Design seq_mul_param, sky130hd; sources not shown.
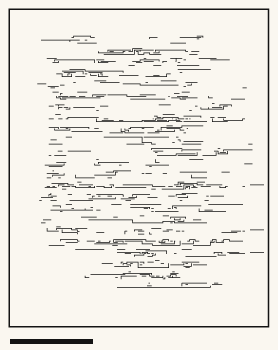
*M1 wires, run 1*
The bar under the picture is 20 um long.
wire length on this layer: 1230 um
main direction: horizontal
longest straight run: 22.5 um
share of all routed wire: 41%
via count: 1221
met1 Use GR: 15.2%
final WL: 3030 um

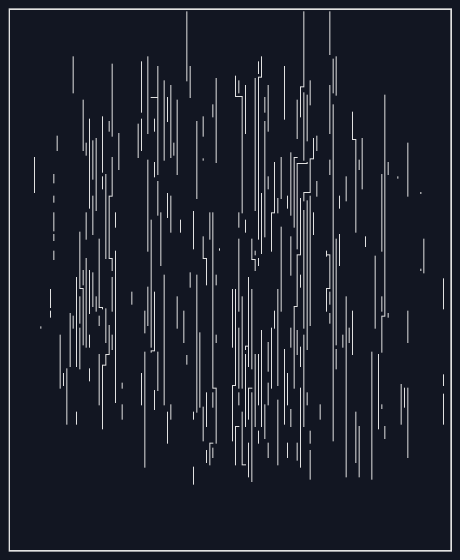
*Metal 2, run 1*
nets with wire on the layer: 178
wire length on this layer: 1610 um
longest straight run: 47.6 um
main direction: vertical
M2 GR Usage: 24.9%

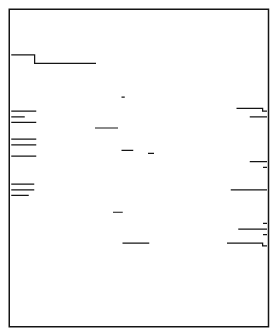
*M3 wires, run 1*
main direction: horizontal
wire length on this layer: 129 um
longest straight run: 14.7 um
grt met3 use: 2.21%

==> flow_summary_export.csv, run 1 <==
group,metric,value,unit
detailed_routing,wl_per_cell,11.6,um
clock_tree,cts.sinks,28,
worst_hold_path,hold_path_class,"reg2reg",
yosys,yosys.stat.seqShare,46.4,%
yosys,yosys-stat-cells,180,
place,dpl.hpwl,2310,um
floorplanning,dieWidth,62.4,um
floorplanning,pin_count,22,
yosys,synthAoiAreaFrac,12.3,%
power_and_ir_drop,finalPower,3.07,mW
outcome,status,"completed",
final_timing,finalHoldViolations,0,
global_routing,overflow,0,
yosys,synth_adder_area_share,7.95,%
clock_tree,cts_tree,"done",
clock_tree,cts-root-buf,"clkbuf_8",
yosys,netlist_instances,180,
global_routing,busiest_layer,"met2",
final_layout,nets,229,
global_routing,track_usage,13.5,%
yosys,syn_nets,201,
global_routing,antenna_found_initial,0,
floorplanning,design.core.area,0.00382,mm^2
place,pre_cts_ws,0.0152,ns
clock_tree,cts_resized,0,
place,postPlaceCellArea,0.00177,mm^2
final_timing,period_needed,1.94,ns
detailed_routing,drc,0,
worst_hold_path,hold_depth,1,
final_layout,post-route-cell-area,0.00186,mm^2
place,numPlacedInstances,255,
yosys,synthesis.area,0.00151,mm^2
place,io_buffers,21,
job,maxCapViolCount,0,
yosys,yosys-stat-area,0.00151,mm^2
yosys,simple_gate_share,21.0,%
run 1: cells in the mapped netlist, drive strengths merged (2+ instances only):
cell type | count | share of area (%)
o21ai | 20 | 6.6
nand2 | 48 | 12
ha | 8 | 6.6
inv | 25 | 6.4
nor2 | 11 | 3.1
o22ai | 3 | 1.2
a21oi | 6 | 2.0
nand3 | 11 | 3.6
xor2 | 5 | 2.9
o211ai | 2 | 0.99
dfrtp | 28 | 46
nor3 | 2 | 0.66
buf | 4 | 2.5
run 1: critical path: stages, from the launching register on:
cell     delay [ns]
dfrtp_1        0.39
nand2_1        0.08
inv_2          0.04
ha_4           0.16
fa_1           0.49
nor2_2         0.17
nand3_2        0.09
nor2_1         0.12
nand3_1        0.09
nand2_1        0.07
nand2_1        0.05
nand3_1        0.06
nand2_1        0.05
run 1: logic make-up after synthesis:
group                    Yosys count
AND-OR/OR-AND                     34
flip-flops                        28
buffers and inverters             29
AND/OR/NAND/NOR                   74
XOR/XNOR                           6
adder cells (fa/ha/maj)            9
run 1: layout make-up:
| type | count | area [um^2] |
|---|---|---|
| inverter | 25 | 96.3 |
| timing repair buffer | 27 | 243 |
| multi-input combinational | 123 | 702 |
| tap | 54 | 67.6 |
| fill | 403 | 1950 |
| sequential | 28 | 701 |
| clock buffer | 4 | 55.1 |
run 1: routing by layer:
layer  wire length, um  up-vias
met3               128        7
met4                65        0
met1              1230      554
met2              1610       24
li1                  -      636
met5                 0        -
run 1: power by group:
| group | total, mW | switching (mW) | leakage, nW | internal [mW] |
|---|---|---|---|---|
| Clock | 0.359 | 0.179 | 0.0288 | 0.180 |
| Combinational | 1.75 | 1.18 | 0.550 | 0.567 |
| Sequential | 0.959 | 0.162 | 0.365 | 0.798 |
| Total | 3.07 | 1.53 | 0.944 | 1.55 |
### Wires at chosen ports, followed through buffers, run 1

The bar under the picture is 20 um long.
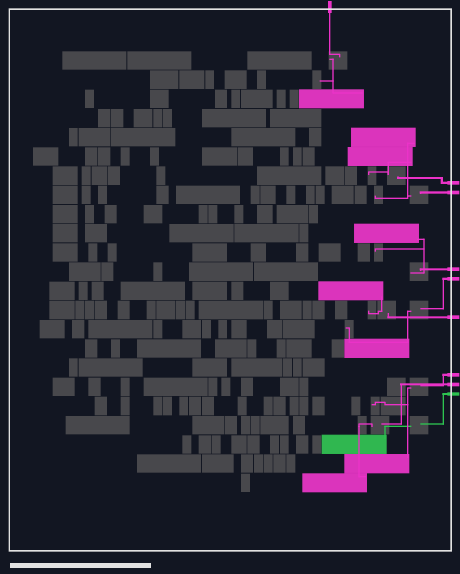

==> run 2: changes to the inputs <==
--- a/config.mk
+++ b/config.mk
@@ -11,8 +11,7 @@
 export CORE_UTILIZATION = 38
 export DETAILED_ROUTE_END_ITERATION = 16
 export GPL_ROUTABILITY_DRIVEN = 0
-export PLACE_DENSITY = 0.57
-export SLEW_MARGIN = 20
+export PLACE_DENSITY = 0.55
 export SYNTH_ARGS = -nofsm -noshare
 export SYNTH_HDL_FRONTEND = slang
 export SYNTH_SLANG_ARGS = --single-unit
==> constraint.sdc (replaced) <==
create_clock -name clk -period 2.5 [get_ports clk]
set_input_delay 0.5 -clock clk [delete_from_list [all_inputs] [get_ports clk]]
set_output_delay 0.5 -clock clk [all_outputs]
set_load 0.1 [all_outputs]
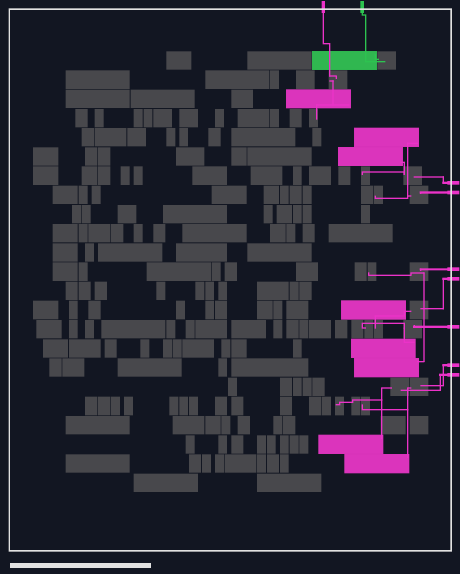
*Wires at chosen ports, followed through buffers, run 2*
The bar under the picture is 20 um long.
| port | color | bits | direction | edge | end cells | buffers | wire |
|---|---|---|---|---|---|---|---|
| op | magenta | 8 | output | 7 right, 1 top | 8 | 8 | 162 um |
| done | green | 1 | output | top | 1 | 1 | 11.4 um |
I/O Pins: 22
port buffer count: 21

==> run 2 against run 1 <==
  * Critical endpoint unchanged
  * Final cell count shrank 1.5%
  * Total power shrank 23%
  * Clock-buffer cell count fell by 1
  * Die area did not move
  * Clock skew grew 0.0054 ns
  * Utilization decreased by 1.3 points
  * Critical path depth unchanged
  * Global-route usage fell by 0.95 points
  * Sequential cell count stayed put
  * Critical path type unchanged
  * Combinational power is 28% lower
==> flow_summary_export.csv, run 2 <==
group,metric,value,unit
final_layout,post-route-cell-area,0.00181,mm^2
yosys,yosys-stat-cells,180,
clock_tree,cts_resized,0,
yosys,syn_nets,201,
global_routing,antenna_found_initial,0,
power_and_ir_drop,finalPower,2.37,mW
yosys,yosys.area.top_type,"dfrtp_1",
clock_tree,cts.sinks,28,
yosys,yosys.stat.seqShare,46.4,%
setup_path,path_common_cell,"nand2_1",
job,maxCapViolCount,0,
global_routing,busiest_layer,"met2",
yosys,top_cell_area_share,46.4,%
global_routing,use_met2,23.2,%
setup_path,path_cells,"nand2_1 -> inv_1 -> ha_1 -> fa_1 -> nor2_2 -> nand3_1 -> nor2_1 -> nand3_1 -> nand2_1 -> nand2_1 -> nand3_1 -> nand2_1",
place,pre_cts_ws,0.456,ns
final_timing,period_needed,2.03,ns
setup_path,path_buffers,1,
worst_hold_path,hold_depth,2,
yosys,netlist_instances,180,
outcome,status,"completed",
final_layout,nets,225,
setup_path,cp_slowest_stage_delay,0.51,ns
global_routing,met1_usage,14.7,%
yosys,yosys-stat-area,0.00151,mm^2
detailed_routing,vias,1194,
global_routing,track_usage,12.6,%
yosys,synth.area.top_cells,"dfrtp_1 46%, nand2_1 12%, ha_1 6.6%",
run 2: metal layers:
layer / wire length, um / part of all wire [%]
met2: 1500 / 51
met4: 25 / 0.85
met3: 92 / 3.1
met5: 0 / 0
met1: 1330 / 45
run 2: logic make-up (layout without fill, tap and decap cells):
| group | Yosys count | count (layout) | synth area share [%] |
|---|---|---|---|
| compound gates | 34 | 34 | 12.3 |
| buf+inv | 29 | 52 | 8.86 |
| flops | 28 | 28 | 46.4 |
| xor+xnor | 6 | 6 | 3.48 |
| simple gates | 74 | 74 | 21.0 |
| fa+ha+maj | 9 | 9 | 7.95 |
run 2: power by group:
group	internal (mW)	total (mW)	switching, mW	leakage [nW]
Combinational	0.361	1.26	0.895	0.525
Clock	0.215	0.359	0.145	0.0357
Sequential	0.625	0.754	0.128	0.365
Total	1.20	2.37	1.17	0.926
run 2: cell type report:
| type | count | area (um^2) |
|---|---|---|
| Clock buffer | 3 | 41.3 |
| Clock inverter | 1 | 30.0 |
| Fill cell | 390 | 2000 |
| Inverter | 25 | 96.3 |
| Multi-Input combinational cell | 123 | 677 |
| Sequential cell | 28 | 701 |
| Tap cell | 54 | 67.6 |
| Timing Repair Buffer | 23 | 200 |
run 2: worst reg2reg max path, delay by kind of cell (launching register included):
family / cells / cell delay, ns
fa+ha+maj: 2 / 0.72
buf+inv: 1 / 0.04
flops: 1 / 0.42
simple gates: 9 / 0.78
Power is estimated from default activity; no workload was simulated.
